==> run_1/layer_met3.png <==
Drawn at 6 px/µm.
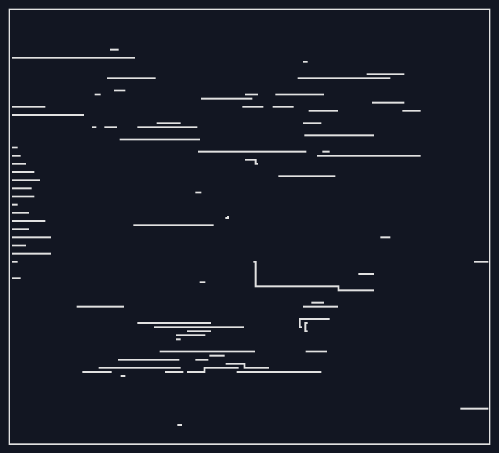
==> run_1/wires.png <==
Drawn at 3 px/µm.
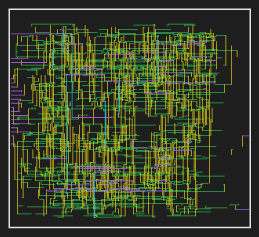
==> run_1/logic_types.png <==
Drawn at 3 px/µm.
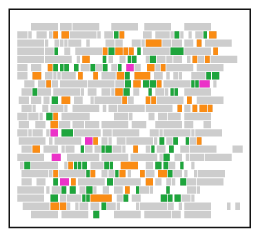
`src/rtl/bcd_timer_ctrl.sv`:
```
// Control stage for a two-digit BCD countdown timer: tick prescaler, load/enable, start/pause/restart FSM, warning blink.
// Optional: define TIMER_AUTO_RESTART_EN to reload automatically one tick period after expiry.
module bcd_timer_ctrl #(
  parameter int         ONE_SEC_CNT = 50_000_000,
  parameter logic [3:0] WARN_H      = 4'h1,
  parameter logic [3:0] WARN_L      = 4'h0,
  parameter int         BLINK_DIV   = 12_500_000
) (
  input  logic       clk,
  input  logic       resetN,
  input  logic       start,
  input  logic       pause_req,
  input  logic       restart,
  input  logic [3:0] countH,
  input  logic [3:0] countL,
  input  logic       tc,
  output logic       loadN,
  output logic       ena,
  output logic       ena_cnt,
  output logic       running,
  output logic       time_up,
  output logic       expired,
  output logic       warn_blink
);

  typedef enum logic [2:0] {IDLE, LOAD, RUN, PAUSE, EXPIRED} state_t;

  localparam int PW = $clog2(ONE_SEC_CNT);
  localparam int BW = (BLINK_DIV > 1) ? $clog2(BLINK_DIV) : 1;
  localparam logic [PW-1:0] PRESC_LAST = PW'(ONE_SEC_CNT - 1);
  localparam logic [BW-1:0] BLINK_LAST = BW'(BLINK_DIV - 1);

  state_t        state, state_n;
  logic [PW-1:0] presc;
  logic [BW-1:0] blink_cnt;
  logic          warn_started;
  logic          presc_wrap;
  logic          warn_active;

  assign presc_wrap  = (presc == PRESC_LAST);
  assign warn_active = ((state == RUN) || (state == PAUSE)) &&
                       ({countH, countL} <= {WARN_H, WARN_L});

  // NOTE: state_n gets its default before any branch so no path leaves it unassigned (no latch).
  always_comb begin
    state_n = state;
    if (restart) begin
      state_n = LOAD;
    end else begin
      case (state)
        IDLE:    if (start) state_n = LOAD;
        LOAD:    state_n = RUN;
        RUN: begin
          if (pause_req) state_n = PAUSE;
          else if (tc)   state_n = EXPIRED;
        end
        PAUSE:   if (pause_req) state_n = RUN;
        EXPIRED: begin
`ifdef TIMER_AUTO_RESTART_EN
          if (presc_wrap) state_n = LOAD;
`endif
        end
        default: state_n = IDLE;
      endcase
    end
  end

  // NOTE: sequential state uses non-blocking assignments so every register samples pre-edge values.
  always_ff @(posedge clk or negedge resetN) begin
    if (!resetN) begin
      state <= IDLE;
    end else begin
      state <= state_n;
    end
  end

  // Prescaler freezes in PAUSE (and on the pause edge itself) so the partial second resumes intact.
  always_ff @(posedge clk or negedge resetN) begin
    if (!resetN) begin
      presc <= '0;
    end else if (state == LOAD || state_n == LOAD) begin
      presc <= '0;
    end else if (state == RUN && state_n == RUN) begin
      presc <= presc_wrap ? '0 : presc + PW'(1);
`ifdef TIMER_AUTO_RESTART_EN
    end else if (state_n == EXPIRED) begin
      presc <= (state == EXPIRED) ? presc + PW'(1) : '0;
`endif
    end
  end

  // Outputs are registered from the next state so they line up with the state they describe.
  always_ff @(posedge clk or negedge resetN) begin
    if (!resetN) begin
      loadN   <= 1'b1;
      ena     <= 1'b0;
      ena_cnt <= 1'b0;
      running <= 1'b0;
      time_up <= 1'b0;
      expired <= 1'b0;
    end else begin
      loadN   <= (state_n != LOAD);
      ena     <= (state_n inside {LOAD, RUN, PAUSE});
      // Staying in RUN already excludes tc, pause_req and restart, so 00 never wraps to 99.
      ena_cnt <= (state == RUN) && (state_n == RUN) && presc_wrap;
      running <= (state_n == RUN);
      time_up <= (state == RUN) && (state_n == EXPIRED);
      expired <= (state_n == EXPIRED);
    end
  end

  always_ff @(posedge clk or negedge resetN) begin
    if (!resetN) begin
      warn_blink   <= 1'b0;
      blink_cnt    <= '0;
      warn_started <= 1'b0;
    end else if (state_n == EXPIRED) begin
      warn_blink   <= 1'b1;
      blink_cnt    <= '0;
      warn_started <= 1'b0;
    end else if (!warn_active || state_n == IDLE || state_n == LOAD) begin
      warn_blink   <= 1'b0;
      blink_cnt    <= '0;
      warn_started <= 1'b0;
    end else if (!warn_started) begin
      warn_blink   <= 1'b1;
      blink_cnt    <= '0;
      warn_started <= 1'b1;
    end else if (state == RUN) begin
      if (blink_cnt == BLINK_LAST) begin
        warn_blink <= ~warn_blink;
        blink_cnt  <= '0;
      end else begin
        blink_cnt  <= blink_cnt + BW'(1);
      end
    end
  end

endmodule

```
`config.mk`:
```
export PLATFORM = sky130hd
export DESIGN_NAME = bcd_timer_ctrl
export DESIGN_NICKNAME = d
export VERILOG_FILES = /design/src/rtl/bcd_timer_ctrl.sv
export SDC_FILE = /design/constraint.sdc
export NUM_CORES = 1
export LEC_CHECK = 0
export ABC_CLOCK_PERIOD_IN_PS = 5700
export CORE_ASPECT_RATIO = 0.9
export CORE_MARGIN = 2
export CORE_UTILIZATION = 64
export CTS_CLUSTER_DIAMETER = 100
export DETAILED_ROUTE_END_ITERATION = 10
export MAX_ROUTING_LAYER = met4
export PLACE_DENSITY = 0.85
export RECOVER_POWER = 25
export SYNTH_ARGS = -nofsm -noshare
export SYNTH_HDL_FRONTEND = slang
export SYNTH_SLANG_ARGS = --single-unit
```
`constraint.sdc`:
```
create_clock -name clk -period 5.7 [get_ports clk]
set_input_delay 1.14 -clock clk [delete_from_list [all_inputs] [get_ports clk]]
set_output_delay 1.14 -clock clk [all_outputs]
set_load 0.005 [all_outputs]
```
==> results.tsv, run 1 <==
stage	metric	value	unit
logic_synthesis	Multiplexer share	0.340	%
global_routing	M2 GR Usage	43.1	%
global_routing	GRT Total Usage	27.7	%
route	DR pass1 iterations	5	
setup_path	critical path peak fanout	61	
placed_design	Post-DP HPWL	4750	µm
route	DRC violations left	0	
floorplanning	core area	0.00492	mm²
cells_and_area	Gate Area	0.00168	mm²
logic_synthesis	number of enable flip-flop cells	0	
cells_and_area	final cell count without fillers	437	
logic_synthesis	YS chip area	0.00331	mm²
final_timing	WHS	0.551	ns
cells_and_area	non-clock inverter count	5	
clocking	htree depth	3	
logic_synthesis	Mean Syn Cell Area	9.46	µm²
setup_path	crit end category	asynchronous set/reset pin	
logic_synthesis	complex-gate fraction of the synthesized area	12.5	%
outcome	outcome	finished with violations	
logic_synthesis	Synth Area in Adders	0.756	%
clocking	CTS Buffer Depth	2	
cells_and_area	Multi-In Gates	270	
placed_design	dpl cells	423	
clocking	hold_buf cts	0	
global_routing	first-pass GRT wire length	12000	µm
outcome	failing checks	capacitance limit, slew limit	
logic_synthesis	cell count after synthesis	350	
cells_and_area	bufs w/o clock	22	
setup_path	Bufs and invs on worst path	2	
logic_synthesis	most common cell in the synthesized netlist	dfrtp_1	
logic_synthesis	most used flip-flop cell	dfrtp_1	
logic_synthesis	yosys stat cell total	350	
setup_path	max incr delay on CP	2.25	ns
cells_and_area	# clk buffers	12	
job	Max-cap violations	1	
route	met3 routed WL	433	µm
setup_path	Crit Path Class	primary input to asynchronous set/reset pin	
cells_and_area	sequential cell area share	41.4	%
clocking	CTS Buf Count	9	
placed_design	Setup WS pre-CTS	2.13	ns
final_timing	Setup violations, final	0	
route	met2 wire len	3260	µm
placed_design	Placement Cell Area	0.00351	mm²
clocking	setup repair bufs after CTS	0	
final_timing	Achievable Freq	267	MHz
logic_synthesis	Async SR Flop Fraction	100	%
global_routing	met3 GRT Util	7.34	%
cells_and_area	layout cells sized above 1	8.06	%
route	Routed Antenna Nets	0	
cells_and_area	most frequent logic cells in the routed design	60 x dfrtp_1, 50 x nor2_1, 26 x nand2_1	
global_routing	initial antenna violation count	0	
clocking	clk_lat worst skew	0.34	ns
cells_and_area	Reg area	0.00153	mm²
global_routing	grt ovf	0	
route	Vias/cell	6.32	
final_timing	final hold vios	0	
logic_synthesis	XOR/XNOR Area Share	8.99	%
setup_path	cell type group with the largest total delay on the critical path	buffers and inverters	
pwr	Lkg Pwr	1.45	nW
final_timing	Slew Limit Headroom	-113	%
worst_hold_path	Hold Crit Class	flip-flop to flip-flop	
final_timing	minimum clock period	3.75	ns
final_timing	RSZ-0062 raised after global routing	false	
logic_synthesis	Post-Syn Nets	366	
floorplanning	die width	79.8	µm
cells_and_area	Comb area share	45.4	%
cells_and_area	cell type taking the most area	logic gates	
cells_and_area	Final Net Count	385	
cells_and_area	dominant logic cell type in the layout	dfrtp_1	
floorplanning	FP Rows	24	
cells_and_area	Fill cells	361	
cells_and_area	Flops	61	
route	Total Wirelength	6970	µm
logic_synthesis	synth cell count leaders	60 x dfrtp_1, 50 x nor2_1, 26 x nand2_1	
floorplanning	Chip Area	0.00577	mm²
setup_path	crit path DRT	5.43	ns
cells_and_area	area delta synth->final	11.5	%
logic_synthesis	Top cell area share	45.4	%
clocking	post-cts sizing count	0	
pwr	Cell Pwr Density	233	mW/mm²
placed_design	number of buffers added on ports	20	
global_routing	met1 Use GR	35.9	%
floorplanning	IO Count	21	
floorplanning	DIE HEIGHT	72.2	µm
final_timing	max-slew violations	62	
cells_and_area	final core utilization	74.9	%
route	vias	2761	
setup_path	Critical Path AT	3.48	ns
logic_synthesis	largest family of logic cells by area	simple AND/OR/NAND/NOR gates	
logic_synthesis	Netlist cell types	57	
pwr	Final Power	0.859	mW
cells_and_area	NonClk Buf Share	5.60	%
job	tool warnings	26	
final_timing	worst slew pin tran	3.19	ns
route	Metal-1 WL	3150	µm
logic_synthesis	Area contributors post-synth	dfrtp_1 45%, nor2_1 5.7%, xnor2_1 4.8%	
logic_synthesis	Synth Seq Share	46.1	%
logic_synthesis	Post-synth regs	61	
pwr	Worst VDD drop	0.187	mV
final_timing	setup_tns	0	ns
setup_path	crit-path cells	buf_2, clkbuf_1	
clocking	Clock Sinks	61	
global_routing	largest net degree at the start of global routing	62	
final_timing	clk_skew	0.00826	ns
route	initial detailed-routing violation count	226	
placed_design	RePlAce Congestion	0.893	
logic_synthesis	synth warn	0	
floorplanning	Core Util at FP	67.2	%
route	routed len/inst	16.0	µm
cells_and_area	Antenna Cells	0	
clocking	Worst-path clk slew	0.06	ns
setup_path	Critical-path top delay cell	clkbuf_1	
floorplanning	tapcell count	65	
final_timing	period utilisation layout	65.8	%
route	Top Layer Used	met4	
global_routing	GR peak layer	met2	
cells_and_area	final instance area	0.00369	mm²
final_timing	slack of the critical path	1.95	ns
logic_synthesis	Simple Share, Synth	27.8	%
logic_synthesis	cell taking the most area after synthesis	dfrtp_1	
logic_synthesis	synthesized area	0.00331	mm²
global_routing	vias in the first global route	2701	
clocking	CTS tree	done	
cells_and_area	Clock buf/inv share	4.88	%
setup_path	CP Launch Type	primary input	
clocking	clock root buffer	clkbuf_8	
About layer_met3.png:
nets with wire on the layer: 62
wire length on this layer: 434 µm
longest straight run: 20.2 µm
share of all routed wire: 6.2%
main direction: horizontal

About wires.png:
legend:
  purple:
    layer: metal 3
    wire_length: 434 µm
  green:
    layer: metal 1
    wire_length: 3150 µm
  yellow:
    layer: metal 2
    wire_length: 3260 µm
  cyan:
    layer: metal 4
    wire_length: 135 µm

About logic_types.png:
legend:
  magenta:
    family: non-inverting ao/oa cells
    cells: 6
    most_used: a21o_1
  green:
    family: nand cells
    cells: 72
    most_used: nand2_1
  orange:
    family: aoi and oai cells
    cells: 54
    most_used: a21oi_1
    where: spread over the die

[run 1: sequential cells by signal (all words and copies together) (netlist names)]
signal,flops
presc,26
blink_cnt,24
state,3
ena,1
ena_cnt,1
expired,1
loadN,1
running,1
time_up,1
warn_blink,1
warn_started,1
[run 1: path summary, 6_finish.rpt]
kind	start	end	slack, ns	depth (start not counted)
max reg2reg	presc[11]	presc[11]	3.15	6
min in group asynchronous	resetN	blink_cnt[20]	1.97	2
min reg2reg	blink_cnt[23]	blink_cnt[23]	0.55	2
max in group clk	countL[0]	blink_cnt[16]	2.47	7
max	resetN	presc[4]	1.95	2
min	blink_cnt[23]	blink_cnt[23]	0.55	2
[run 1: report_power, final]
group | switching (mW) | internal, mW
combinational | 0.0296 | 0.0200
clock | 0.159 | 0.209
sequential | 0.00513 | 0.437
==> run 2, diff against run 1 <==
--- a/config.mk
+++ b/config.mk
@@ -5,14 +5,14 @@
 export SDC_FILE = /design/constraint.sdc
 export NUM_CORES = 1
 export LEC_CHECK = 0
-export ABC_CLOCK_PERIOD_IN_PS = 5700
+export ABC_CLOCK_PERIOD_IN_PS = 3500
 export CORE_ASPECT_RATIO = 0.9
 export CORE_MARGIN = 2
-export CORE_UTILIZATION = 64
+export CORE_UTILIZATION = 59
 export CTS_CLUSTER_DIAMETER = 100
 export DETAILED_ROUTE_END_ITERATION = 10
 export MAX_ROUTING_LAYER = met4
-export PLACE_DENSITY = 0.85
+export PLACE_DENSITY = 0.79
 export RECOVER_POWER = 25
 export SYNTH_ARGS = -nofsm -noshare
 export SYNTH_HDL_FRONTEND = slang
==> constraint.sdc (replaced) <==
create_clock -name clk -period 3.5 [get_ports clk]
set_input_delay 0.7 -clock clk [delete_from_list [all_inputs] [get_ports clk]]
set_output_delay 0.7 -clock clk [all_outputs]
set_load 0.005 [all_outputs]
==> run_2/clocks.png <==
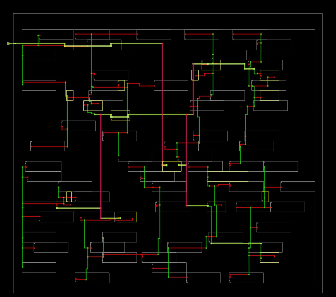
P_clk: 0.617 mW
# clk buffers: 11
CTS Buf Count: 9

==> run_2/wires.png <==
Drawn at 3 px/µm.
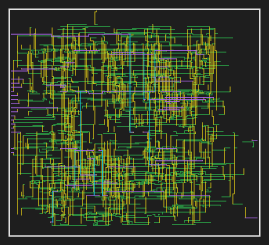
legend:
  cyan:
    layer: metal 4
    wire_length: 164 µm
  purple:
    layer: metal 3
    wire_length: 423 µm
  yellow:
    layer: metal 2
    wire_length: 3010 µm
  green:
    layer: metal 1
    wire_length: 3380 µm

==> results.tsv, run 2 <==
stage	metric	value	unit	change
cells_and_area	dominant logic cell type in the layout	dfrtp_1		
clocking	clock root buffer	clkbuf_8		
setup_path	Critical Path AT	2.80	ns	-0.68 ns
clocking	CTS tree	done		
logic_synthesis	synthesized area	0.00331	mm²	unchanged
global_routing	first-pass GRT wire length	12400	µm	+3.3%
cells_and_area	Final Net Count	387		+0.52%
placed_design	Setup WS pre-CTS	0.628	ns	-1.50 ns
placed_design	dpl cells	427		+0.95%
global_routing	GRT Total Usage	26.3	%	-1.4 points
setup_path	critical path peak fanout	9		-85%
setup_path	Crit Path Class	primary input to flip-flop		
job	tool warnings	26		unchanged
setup_path	CP Launch Type	primary input		
logic_synthesis	Async SR Flop Fraction	100	%	unchanged
cells_and_area	Antenna Cells	0		unchanged
final_timing	Slew Limit Headroom	20.8	%	+130 points
outcome	outcome	completed		
setup_path	start of the worst register-to-register path	presc[11]		
clocking	htree depth	3		unchanged
logic_synthesis	Synth Area in Adders	0.756	%	unchanged
final_timing	WHS	0.309	ns	-0.242 ns
cells_and_area	final cell count without fillers	443		+1.4%
setup_path	crit-path cells	clkdlybuf4s50_1, nand2b_1, nand3b_2, a211oi_4, nand3_1, or3_1, a21oi_1		
final_timing	Setup violations, final	0		unchanged
clocking	CTS Buffer Depth	2		unchanged
logic_synthesis	most common cell in the synthesized netlist	dfrtp_1		
cells_and_area	layout cells sized above 1	9.04	%	+0.98 points
cells_and_area	max reg flops	26		unchanged
logic_synthesis	Multiplexer share	0.340	%	unchanged
route	Routed Antenna Nets	0		unchanged
route	DRC violations left	0		unchanged
route	Metal-1 WL	3380	µm	+7.5%
logic_synthesis	XOR/XNOR Area Share	8.99	%	unchanged
setup_path	Worst R2R Setup Slack	0.97	ns	-2.18 ns
worst_hold_path	Hold Crit Class	primary input to asynchronous set/reset pin		
logic_synthesis	cell taking the most area after synthesis	dfrtp_1		
logic_synthesis	largest family of logic cells by area	simple AND/OR/NAND/NOR gates		
logic_synthesis	Post-Syn Nets	366		unchanged
clocking	Worst-path clk slew	0.07	ns	about the same
placed_design	number of buffers added on ports	20		unchanged
route	Vias/cell	6.12		-3.1%
route	met2 wire len	3010	µm	-7.5%
final_timing	setup_tns	0	ns	unchanged
cells_and_area	Reg with most FFs	presc		
logic_synthesis	Netlist cell types	57		unchanged
setup_path	crit path launch	pause_req		
setup_path	Worst Reg-to-Reg Cells	6		unchanged
logic_synthesis	most used flip-flop cell	dfrtp_1		
floorplanning	IO Count	21		unchanged
cells_and_area	Fill cells	404		+12%
final_timing	minimum clock period	2.54	ns	
pwr	Final Power	1.42	mW	+65%
route	vias	2712		-1.8%
global_routing	largest net degree at the start of global routing	30		-52%
clocking	hold_buf cts	0		unchanged
route	Top Layer Used	met4		
final_timing	Achievable Freq	394	MHz	
final_timing	clk_skew	0.0102	ns	+0.00192 ns
job	Max-cap violations	0		-1
pwr	Cell Pwr Density	382	mW/mm²	+64%
floorplanning	core area	0.00535	mm²	+8.6%
global_routing	grt ovf	0		unchanged
floorplanning	DIE HEIGHT	75.1	µm	+3.9%
logic_synthesis	Post-synth regs	61		unchanged
logic_synthesis	complex-gate fraction of the synthesized area	12.5	%	unchanged
logic_synthesis	synth warn	0		unchanged
logic_synthesis	Area contributors post-synth	dfrtp_1 45%, nor2_1 5.7%, xnor2_1 4.8%		
global_routing	GR peak layer	met2		
route	met3 routed WL	423	µm	-2.3%
placed_design	Placement Cell Area	0.00353	mm²	+0.50%
global_routing	vias in the first global route	2598		-3.8%
clocking	post-cts sizing count	0		unchanged
setup_path	cell type group with the largest total delay on the critical path	simple AND/OR/NAND/NOR gates		
final_timing	period utilisation layout	72.5	%	
route	initial detailed-routing violation count	263		+16%
clocking	Clock Sinks	61		unchanged
setup_path	Levels on crit path	7		+5
setup_path	Bufs and invs on worst path	1		-1
logic_synthesis	Synth Seq Share	46.1	%	unchanged
global_routing	met1 Use GR	35.6	%	-0.22 points
logic_synthesis	yosys stat cell total	350		unchanged
final_timing	final hold vios	0		unchanged
floorplanning	Chip Area	0.00623	mm²	+8.0%
cells_and_area	final core utilization	69.5	%	-5.4 points
setup_path	crit path DRT	3.76	ns	-1.67 ns
route	DR pass1 iterations	5		unchanged
logic_synthesis	Top cell area share	45.4	%	unchanged
placed_design	Post-DP HPWL	4920	µm	+3.6%
final_timing	max-slew violations	0		-100%
logic_synthesis	cell count after synthesis	350		unchanged
setup_path	CP Capture Point	presc[25]		
final_timing	worst slew pin tran	1.19	ns	-2.00 ns
setup_path	crit end category	flip-flop		
logic_synthesis	YS chip area	0.00331	mm²	unchanged
final_timing	RSZ-0062 raised after global routing	false		
pwr	Worst VDD drop	0.374	mV	+100%
global_routing	M2 GR Usage	36.9	%	-6.2 points
floorplanning	FP Rows	25		+4.2%
placed_design	RePlAce Congestion	0.862		-3.4%
logic_synthesis	Simple Share, Synth	27.8	%	unchanged
global_routing	met3 GRT Util	8.33	%	+1.0 points
route	Total Wirelength	6980	µm	+0.13%
==> run_2/layer_met3.png <==
Drawn at 6 px/µm.
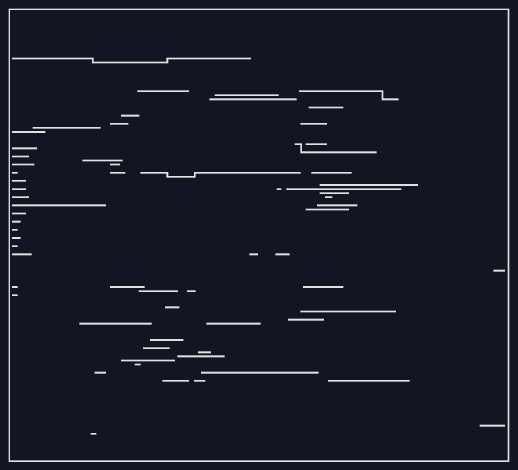
wire length on this layer: 423 µm
nets with wire on the layer: 52

-- run 2: cell count changes in the layout (fill, tap and decap cells not counted), sizes merged --
cell,change
buf,+1
clkinv,+3
-- run 2: layout make-up --
type / instances / area [µm²] / share of cell area (%)
flip-flops and latches: 61 / 1530 / 41.1
repair buffers: 24 / 220 / 5.92
clock inverters: 5 / 50.0 / 1.35
multi-input cells: 270 / 1680 / 45.1
clock buffers: 11 / 141 / 3.80
inverters: 5 / 18.8 / 0.505
well taps: 67 / 83.8 / 2.26
-- run 2: power breakdown --
part           internal, mW  switching (mW)  total (mW)
sequential            0.712         0.00788       0.720
combinational        0.0332          0.0495      0.0827
clock                 0.343           0.273       0.617
total                  1.09           0.331        1.42
Power is estimated from default activity; no workload was simulated.
